`src/rtl/lsu.sv`:
```
// -----------------------------------------------------------------------------
// lsu -- RV32I load/store unit
//
// Accepts one memory operation at a time from the execute stage, issues a
// single word-aligned request to data memory with byte enables and lane-
// replicated store data, and returns sign/zero-extended load data to
// writeback one cycle after the read data arrives.
//
// Ports
//   clk, rst            : clock, synchronous active-high reset
//   req_valid/req_ready : operation handshake (ready only in IDLE)
//   addr, wdata         : effective address, store data
//   mem_op              : funct3 (000 B, 001 H, 010 W, 100 BU, 101 HU; others W)
//   is_store, rd_in     : store/load select, load destination tag
//   resp_valid/_rdata/_rd : registered load writeback result
//   dmem_req/_we/_addr/_be/_wdata : data-memory request (held until grant)
//   dmem_gnt, dmem_rvalid, dmem_rdata : data-memory grant and read return
//   misalign_exc        : one-cycle misaligned-access pulse
//
// Configuration
//   LSU_MISALIGN_TRAP_EN defined   : misaligned accesses are accepted, not
//                                    issued, and flagged on misalign_exc.
//   LSU_MISALIGN_TRAP_EN undefined : misalign_exc is 0; offending low
//                                    address bits are forced to zero.
// -----------------------------------------------------------------------------
module lsu #(
  parameter int DATA_WIDTH = 32
) (
  input  logic                  clk,
  input  logic                  rst,
  input  logic                  req_valid,
  output logic                  req_ready,
  input  logic [DATA_WIDTH-1:0] addr,
  input  logic [DATA_WIDTH-1:0] wdata,
  input  logic [2:0]            mem_op,
  input  logic                  is_store,
  input  logic [4:0]            rd_in,
  output logic                  resp_valid,
  output logic [DATA_WIDTH-1:0] resp_rdata,
  output logic [4:0]            resp_rd,
  output logic                  dmem_req,
  output logic                  dmem_we,
  output logic [DATA_WIDTH-1:0] dmem_addr,
  output logic [3:0]            dmem_be,
  output logic [DATA_WIDTH-1:0] dmem_wdata,
  input  logic                  dmem_gnt,
  input  logic                  dmem_rvalid,
  input  logic [DATA_WIDTH-1:0] dmem_rdata,
  output logic                  misalign_exc
);

  typedef enum logic [1:0] {
    IDLE = 2'd0,
    REQ  = 2'd1,
    WAIT = 2'd2
  } state_e;

  // Access size encoding kept with the registered request
  localparam logic [1:0] SZ_BYTE = 2'd0;
  localparam logic [1:0] SZ_HALF = 2'd1;
  localparam logic [1:0] SZ_WORD = 2'd2;

  state_e      state_q, state_d;
  logic        dmem_req_q;
  logic        we_q;
  logic [31:0] addr_q;
  logic [3:0]  be_q;
  logic [31:0] wdata_q;
  logic [1:0]  off_q;
  logic [1:0]  size_q;
  logic        uns_q;
  logic [4:0]  rd_q;
  logic        resp_valid_q;
  logic [31:0] resp_rdata_q;
  logic [4:0]  resp_rd_q;

  logic [1:0]  size_s;
  logic [1:0]  off_s;
  logic [3:0]  be_s;
  logic [31:0] wdata_s;
  logic        accept_s;
  logic        issue_s;
  logic        load_done_s;

  // Shift the returned word down to the addressed lane, then extend
  function automatic logic [31:0] load_extract(input logic [31:0] rdata,
                                               input logic [1:0]  off,
                                               input logic [1:0]  size,
                                               input logic        uns);
    logic [31:0] sh;
    sh = rdata >> {off, 3'b000};
    case (size)
      SZ_BYTE: load_extract = uns ? {24'h000000, sh[7:0]}  : {{24{sh[7]}},  sh[7:0]};
      SZ_HALF: load_extract = uns ? {16'h0000,   sh[15:0]} : {{16{sh[15]}}, sh[15:0]};
      default: load_extract = sh;
    endcase
  endfunction

  // Decode size, lane offset, byte enables and replicated store data.
  // Halfword/word offsets drop the low bits, which is exactly the forced
  // alignment used when misaligned accesses are not trapped.
  always_comb begin
    size_s  = SZ_WORD;
    off_s   = 2'b00;
    be_s    = 4'b1111;
    wdata_s = wdata;
    case (mem_op[1:0])
      2'b00: begin
        size_s  = SZ_BYTE;
        off_s   = addr[1:0];
        be_s    = 4'b0001 << addr[1:0];
        wdata_s = {4{wdata[7:0]}};
      end
      2'b01: begin
        size_s  = SZ_HALF;
        off_s   = {addr[1], 1'b0};
        be_s    = 4'b0011 << {addr[1], 1'b0};
        wdata_s = {2{wdata[15:0]}};
      end
      default: begin
        size_s  = SZ_WORD;
        off_s   = 2'b00;
        be_s    = 4'b1111;
        wdata_s = wdata;
      end
    endcase
  end

  assign req_ready = (state_q == IDLE) && !rst;
  assign accept_s  = req_valid && req_ready;

`ifdef LSU_MISALIGN_TRAP_EN
  logic misalign_s;
  logic misalign_q;

  assign misalign_s = ((size_s == SZ_HALF) && addr[0]) ||
                      ((size_s == SZ_WORD) && (addr[1:0] != 2'b00));
  assign issue_s    = accept_s && !misalign_s;

  // Misaligned accepts stay in IDLE and raise a one-cycle exception pulse
  always_ff @(posedge clk) begin
    if (rst) begin
      misalign_q <= 1'b0;
    end else begin
      misalign_q <= accept_s && misalign_s;
    end
  end

  assign misalign_exc = misalign_q;
`else
  assign issue_s      = accept_s;
  assign misalign_exc = 1'b0;
`endif

  // Next-state logic; a load completes on rvalid in WAIT or on rvalid
  // coinciding with the grant in REQ. rvalid is ignored for stores.
  always_comb begin
    state_d     = state_q;
    load_done_s = 1'b0;
    case (state_q)
      IDLE: begin
        if (issue_s) begin
          state_d = REQ;
        end else begin
          state_d = IDLE;
        end
      end
      REQ: begin
        if (!dmem_gnt) begin
          state_d = REQ;
        end else if (we_q) begin
          state_d = IDLE;
        end else if (dmem_rvalid) begin
          state_d     = IDLE;
          load_done_s = 1'b1;
        end else begin
          state_d = WAIT;
        end
      end
      WAIT: begin
        if (dmem_rvalid) begin
          state_d     = IDLE;
          load_done_s = 1'b1;
        end else begin
          state_d = WAIT;
        end
      end
      default: begin
        state_d = IDLE;
      end
    endcase
  end

  // State, captured request, memory request and writeback registers
  always_ff @(posedge clk) begin
    if (rst) begin
      state_q      <= IDLE;
      dmem_req_q   <= 1'b0;
      we_q         <= 1'b0;
      addr_q       <= 32'h0000_0000;
      be_q         <= 4'b0000;
      wdata_q      <= 32'h0000_0000;
      off_q        <= 2'b00;
      size_q       <= SZ_BYTE;
      uns_q        <= 1'b0;
      rd_q         <= 5'd0;
      resp_valid_q <= 1'b0;
      resp_rdata_q <= 32'h0000_0000;
      resp_rd_q    <= 5'd0;
    end else begin
      state_q      <= state_d;
      dmem_req_q   <= (state_d == REQ);
      resp_valid_q <= load_done_s;
      if (issue_s) begin
        we_q    <= is_store;
        addr_q  <= {addr[31:2], 2'b00};
        be_q    <= be_s;
        wdata_q <= wdata_s;
        off_q   <= off_s;
        size_q  <= size_s;
        uns_q   <= mem_op[2];
        rd_q    <= rd_in;
      end
      if (load_done_s) begin
        resp_rdata_q <= load_extract(dmem_rdata, off_q, size_q, uns_q);
        resp_rd_q    <= rd_q;
      end
    end
  end

  assign dmem_req   = dmem_req_q;
  assign dmem_we    = we_q;
  assign dmem_addr  = addr_q;
  assign dmem_be    = be_q;
  assign dmem_wdata = wdata_q;
  assign resp_valid = resp_valid_q;
  assign resp_rdata = resp_rdata_q;
  assign resp_rd    = resp_rd_q;

endmodule

```
`config.mk`:
```
export PLATFORM = sky130hd
export DESIGN_NAME = lsu
export DESIGN_NICKNAME = d
export VERILOG_FILES = /design/src/rtl/lsu.sv
export SDC_FILE = /design/constraint.sdc
export NUM_CORES = 1
export LEC_CHECK = 0
export ABC_AREA = 0
export CORE_MARGIN = 3
export CORE_UTILIZATION = 59
export CTS_BUF_LIST = sky130_fd_sc_hd__clkbuf_2 sky130_fd_sc_hd__clkbuf_4 sky130_fd_sc_hd__clkbuf_8
export CTS_CLUSTER_SIZE = 16
export DETAILED_ROUTE_END_ITERATION = 6
export DONT_BUFFER_PORTS = 1
export GPL_TIMING_DRIVEN = 0
export PLACE_DENSITY = 0.78
export SKIP_LAST_GASP = 1
export SYNTH_ARGS = -nofsm -noshare
export SYNTH_HDL_FRONTEND = slang
export SYNTH_SLANG_ARGS = --single-unit
```
`constraint.sdc`:
```
create_clock -name clk -period 1.9 [get_ports clk]
set_clock_uncertainty 0.05 [all_clocks]
set_input_delay 0.475 -clock clk [delete_from_list [all_inputs] [get_ports clk]]
set_output_delay 0.475 -clock clk [all_outputs]
set_load 0.02 [all_outputs]
```
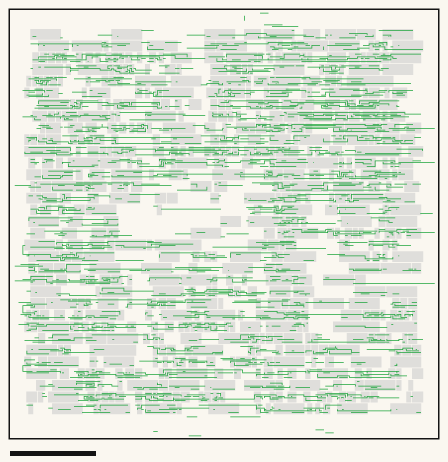
Figure 1: M1 wires.
The bar under the picture is 20 um long.
The layer carries 5210 um of wire. 694 nets have wire on it. The wires run mostly horizontal. The longest straight run is 24.8 um.
Via Count: 4531
Global Route met1 Usage: 31.9%

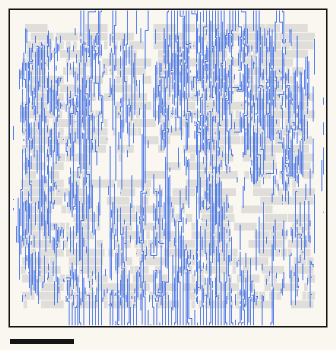
Figure 2: the metal 2 layer.
The bar under the picture is 20 um long.
The longest straight run is 48.4 um. The layer holds 51% of the routed length.
met2 track demand over resource in global routing: 50.6%
total detailed-routing wirelength: 14.9 mm

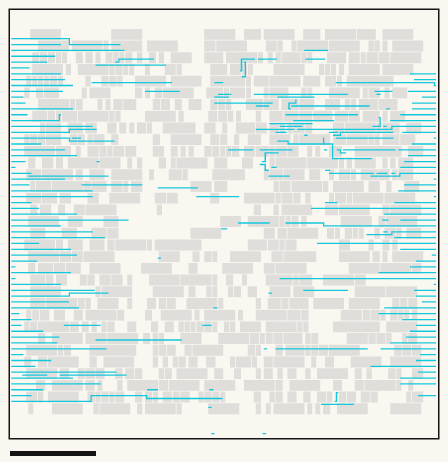
Figure 3: met3 routing.
The bar under the picture is 20 um long.
The wires run mostly horizontal. The layer carries 1780 um of wire. The layer holds 12% of the routed length. 165 nets have wire on it. The longest straight run is 36.1 um.
met3 Resource Use GR: 12.8%

==> results.txt <==
This memo summarizes the results of the implementation run.

Synth
The number of cells produced by synthesis is around 610. After synthesis, the most frequently instantiated cells are sky130_fd_sc_hd__nand2_1 (130), sky130_fd_sc_hd__dfxtp_1 (118), sky130_fd_sc_hd__o21ai_0 (69). After synthesis, the cell types taking the most area are sky130_fd_sc_hd__dfxtp_1 (46%), sky130_fd_sc_hd__nand2_1 (9.5%), sky130_fd_sc_hd__mux2i_1 (7.6%). A synthesized cell averages 8.40 um2. The count of unique library cells instantiated by Yosys is 34. The post-synth tally of flip-flops with integrated enable is 0.

The number of cells reported by Yosys stat comes to 614. After synthesis, the largest area contributor takes up 45.8% of total cell area.

Layout
The layout report gives the register share of total cell area as 40.0%. Counting the clock-network buffers in the layout gives 17. The share of final layout cell area taken by clock buffers and inverters is 7.79%. The area taken by sequential standard cells is reported as roughly 2400 um2.

The multi-input combinational gate total is 440. There are 118 flip-flops and latches. After layout, the inverter instance count without clock inverters stands at 4.

The logic area is 2630 um2.

Die
The total number of tap cells is ~110. The number of top-level design ports is 220. The die covers 9900 um2.

Clocking
Clock-pin slew was measured on the worst setup and hold paths at about 0.070 ns. The H-tree was split into 4 levels. In this run the deepest clock path goes through 2 buffers.

Post-CTS repair changed the size of 19 cells.

GRT
Entering global routing, the biggest net connects 17 pins. The total global routing track utilization is approximately 30%. The via count of the first global-routing pass is 4562.

Pwr
The worst voltage drop across the vdd grid is 0.653 mV. After layout, the design draws a total of 5.96 mW.

Hold path
In this run the worst hold path is classified as input pin to flop. In the hold timing report, the worst path depth is 1.

Final timing
Counting pins that exceed their max-slew limit in the final report gives 0. After layout, the worst setup slack is 0.00710 ns.

Placement
The pre-CTS setup check shows a worst slack of -0.385 ns. In this run the cell area measured after placement is 5300 um2. The routability-driven placement congestion ratio is just under 0.9.

Routing
The number of DRC violations after detailed routing is 0. The wire length per cell is 19.7 um. The number of antenna-violating nets in the routed design is 0. The detailed router reports a met2 wire length of 7.54 mm.

The first detailed-routing pass ran for 7 iterations.

Status
The flow ran to the end, and the final reports show no timing, DRC or antenna violations.

Setup path
The data arrival time of the worst path is between 2 and 2.5 ns.
final timing paths:
kind / start / end / slack, ns
worst min register to register: rd_q[4]$_SDFFE_PP0P_ / resp_rd[4]$_SDFFE_PP0P_ / 0.42
worst max register to register: off_q[0]$_SDFFE_PP0P_ / resp_rdata[24]$_SDFFE_PP0P_ / 0.007
worst max-delay path: off_q[0]$_SDFFE_PP0P_ / resp_rdata[24]$_SDFFE_PP0P_ / 0.007
worst min-delay path: dmem_rvalid / state_q[1]$_SDFF_PP0_ / 0.07
kinds of logic after synthesis:
family,count (synthesis),share of synthesized area (%)
buffers and inverters,58,4.80
flip-flops,118,45.8
adder cells (fa/ha/maj),4,0.970
multiplexers,48,9.75
other,1,0.0727
AND-OR/OR-AND,146,17.0
AND/OR/NAND/NOR,239,21.6
No activity file was given, so power comes from the tool's default toggle rates.
